==> config.mk <==
export PLATFORM = sky130hd
export DESIGN_NAME = lfu_lights
export DESIGN_NICKNAME = d
export VERILOG_FILES = /design/src/rtl/lfu_lights.sv
export SDC_FILE = /design/constraint.sdc
export NUM_CORES = 1
export LEC_CHECK = 0
export ABC_CLOCK_PERIOD_IN_PS = 12810
export CORE_MARGIN = 1
export CORE_UTILIZATION = 43
export DETAILED_ROUTE_END_ITERATION = 16
export DONT_BUFFER_PORTS = 1
export SLEW_MARGIN = 5
export SYNTH_ARGS = -nofsm -noshare
export SYNTH_HDL_FRONTEND = slang
export SYNTH_SLANG_ARGS = --single-unit
==> constraint.sdc <==
create_clock -name clk -period 12.81 [get_ports clk]
set_input_delay 1.9215 -clock clk [delete_from_list [all_inputs] [get_ports clk]]
set_output_delay 1.9215 -clock clk [all_outputs]
set_load 0.01 [all_outputs]
run_1/layer_met2.png
Drawn at 3 px/um. Cells faint in the background.
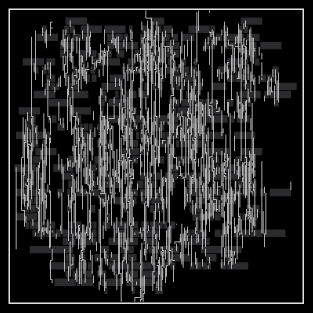
share of all routed wire: 45%
nets with wire on the layer: 449
overall via count from detail_route: 3971
post-detailed-routing wire length: 11.6 mm
Global Route met2 Usage: 40.1%

run_1/sizes.png
Drawn at 4 px/um.
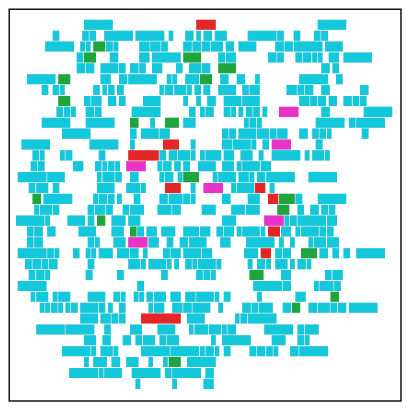
legend:
  red:
    size: _3 and _4 cells
    cells: 9
    share: 1.8%
    most_used: buf_4
  magenta:
    size: _6 and larger
    cells: 6
    share: 1.2%
    most_used: clkbuf_8
  cyan:
    size: _0 and _1 cells
    cells: 470
    share: 93%
    most_used: nor2_1
  green:
    size: _2 cells
    cells: 20
    share: 4.0%
    most_used: or3b_2
setup ws final: 2790 ps
Signal buffers: 3
area of all placed cells without fillers: 4100 um2
area growth from synthesis to layout: 4.43%

run_1/logic_types.png
Drawn at 4 px/um.
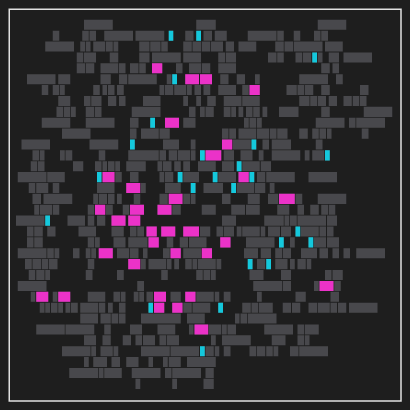
legend:
  magenta:
    family: AND-OR and OR-AND gates
    cells: 34
  cyan:
    family: inverters
    cells: 25
Post-Layout Cell Count: 613
leading cell type in the layout, fill and taps excluded: nor2_1
multi-input combinational area share: 69.5%

==> impl_metrics.ini, run 1 <==
; synthesis and place-and-route metrics
[sta]
finalClockSkew_ps = 7.05
worstMarginPinSlew_ps = 1050

[power_and_ir_drop]
power_leader = combinational cells
power_uw = 402
power_clock_uw = 97.5
clockPowerShare_pct = 24.2
power_switching_share_pct = 40.3

[layout]
register_area_um2 = 901
final-clk-cell-share_pct = 2.35
seq_share_pct = 22.0
nFlopsAndLatches = 45
biggestCellCategory = combinational gates
largest_register_ff_count = 40

[synthesis]
avgSynthCellArea_um2 = 7.64
yosys.area_share.aoi_pct = 28.9
yosys_reg_bits = 45
synth.yosys.warnings = 0
common_cells = 52 x nor2_1, 50 x a21oi_1, 45 x dfxtp_1, 41 x o21ai_0, 32 x ha_1
ff_type = dfxtp_1
synth-cells-yosys = 514
yosys-top-cells-area = dfxtp_1 23%, ha_1 10%, a21oi_1 6.4%
largest_combinational_cell_category_by_area = AND-OR/OR-AND gates
synth_cells = 514
synth_top_cell_by_area = dfxtp_1

[outcome]
outcome = complete, no violations

[die]
num_tapcells = 108
die_h_um = 97.5
design.die.area_um2 = 9510
die-width_um = 97.5

[clocking]
clk_latency_ps = 310
tritoncts_num_sinks = 45
postCtsSetupBuffers = 0
tritoncts = built

[placement]
half_perimeter_wire_length_of_the_detailed_placement_result_mm = 8.67

[global_route]
vias_in_the_first_global_route = 3841
grt_antenna_before_repair = 0
pin_count_of_the_biggest_net_entering_global_routing = 35

[routing]
final_routed_wire_length_divided_by_cell_count_um = 18.9
==> run 1: per-layer routing <==
metal	global-route usage (%)	share of wire, %
met5	0	0
met4	9.16	2.7
met3	4.24	6.7
met2	40.1	45
met1	34.0	45
==> run 1: metrics by stage <==
stage	util (%)	worst slack, ps
2_1_floorplan	-	3900
3_3_place_gp	45.7	3160
3_5_place_dp	45.7	2920
4_1_cts	46.8	2870
5_1_grt	46.8	1920
6_report	46.8	2790
==> run 1: critical path, delay by kind of cell (launching register included) <==
family / cells / cell delay [ps]
buffers and inverters: 2 / 310
AOI/OAI and AO/OA: 22 / 4870
DFF: 1 / 570
and+or+nand+nor: 8 / 2810
muxes: 1 / 230
adders and majority gates: 4 / 1170
==> run 2: changes to the inputs <==
Settings changed: ABC_CLOCK_PERIOD_IN_PS 12810 to 10300.
Clock period 12.81 ns to 10.3 ns, I/O delays scaled along.
run_2/layer_met2.png
Drawn at 3 px/um. Cells faint in the background.
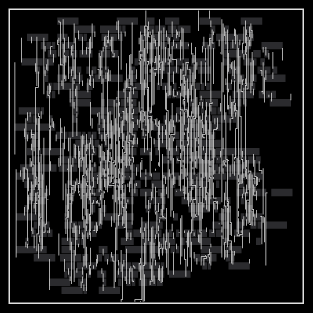
wire length on this layer: 5260 um
nets with wire on the layer: 448
main direction: vertical
longest straight run: 46.6 um
share of all routed wire: 45%
Global Route met2 Usage: 40.2%
overall via count from detail_route: 3951
post-detailed-routing wire length: 11.6 mm

run_2/congestion.png
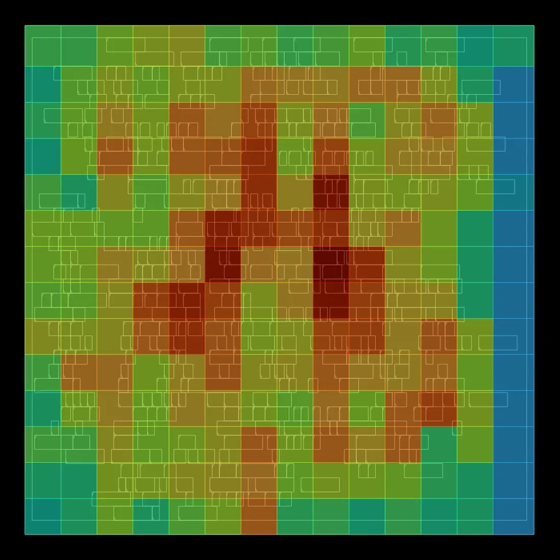
fraction of the core area covered by cells at the end of the flow: 47.0%
final routed wire length divided by cell count: 18.9 um
GR met1 Demand/Resource: 34.0%
global-route layer with the greatest usage: met2
All-Layer GR Usage: 24.6%

==> impl_metrics.ini, run 2 <==
; synthesis and place-and-route metrics
[power_and_ir_drop]
power_uw = 496
power_switching_share_pct = 40.8
power_leader = combinational cells
power_clock_uw = 114
clockPowerShare_pct = 23.1
combPwrFrac_pct = 39.1
sequential_power_share_pct = 37.9

[routing]
final_antenna_net_count = 0
routedLengthMet1_mm = 5.43
top_layer = met4
drt-initial-drc-count = 281
met3WireLength_um = 722
detail_route.drc_violations = 0
met2_wire_len_mm = 5.26

[synthesis]
yosysChipArea_um2 = 3930
yosys-top-cells-area = dfxtp_1 23%, ha_1 10%, a21oi_1 6.4%
synth-cells-yosys = 514
avgSynthCellArea_um2 = 7.64
ff_type = dfxtp_1
yosys_reg_bits = 45
synth.yosys.warnings = 0
area_leader_share_pct = 23.0
synth_cells = 514
common_cells = 52 x nor2_1, 50 x a21oi_1, 45 x dfxtp_1, 41 x o21ai_0, 32 x ha_1
synth_top_cell_by_area = dfxtp_1

[clocking]
tritoncts = built
tritoncts_num_sinks = 45
postCtsSetupBuffers = 0
cell_resize_tally_after_clock_tree_synthesis = 0
clk_latency_ps = 300

[layout]
layout_top_cells_excl_fill_tap = 52 x nor2_1, 49 x a21oi_1, 45 x dfxtp_1
final_area_um2 = 4120
area.growth.synth_to_final_pct = 4.85
mostFrequentLayoutCell = nor2_1
largest_register_ff_count = 40
register_area_um2 = 901
finish.cell_count_without_fillers = 615

[critical_path]
crit_path_depth = 38
worst_r2r_path_depth = 38
crit_slowest_cell = or4_4
cp.buffers_inverters = 3
worst_path_dominant_cell_family = AND-OR/OR-AND gates

[placement]
finalWeightedCongestion = 0.981
placement.io_buffers = 0
half_perimeter_wire_length_of_the_detailed_placement_result_mm = 8.68
preCtsSetupSlack_ps = 484

[die]
initial_core_util_pct = 44.8
placeable_core_area_um2 = 8760
design.die.area_um2 = 9510
die-width_um = 97.5
die_h_um = 97.5

[sta]
worstMarginPinSlew_ps = 1020
finalClockSkew_ps = 10.1
post-route-worst-setup-slack_ps = 721

[global_route]
overflow = 0
grt_antenna_before_repair = 0
pin_count_of_the_biggest_net_entering_global_routing = 35
met3_usage_pct = 3.81
vias_in_the_first_global_route = 3689

[outcome]
outcome = complete, no violations
[run 2: cell counts after synthesis]
Identical to the previous run, type by type.
[run 2: final cells by class]
type / instances / share of cell area, %
Multi-Input combinational cell: 424 / 69.6
Clock buffer: 7 / 1.85
Sequential cell: 45 / 21.9
Inverter: 25 / 2.28
Timing Repair Buffer: 5 / 0.912
Clock inverter: 1 / 0.182
Tap cell: 108 / 3.28
[run 2: kinds of logic after synthesis]
family                     Yosys count  share of synthesized area (%)
AOI/OAI and AO/OA                  169                           28.9
DFF                                 45                           23.0
muxes                               11                           2.87
buffers and inverters               45                           4.56
xor gates and xnor gates             6                           1.34
and+or+nand+nor                    203                           27.6
adders and majority gates           35                           11.7
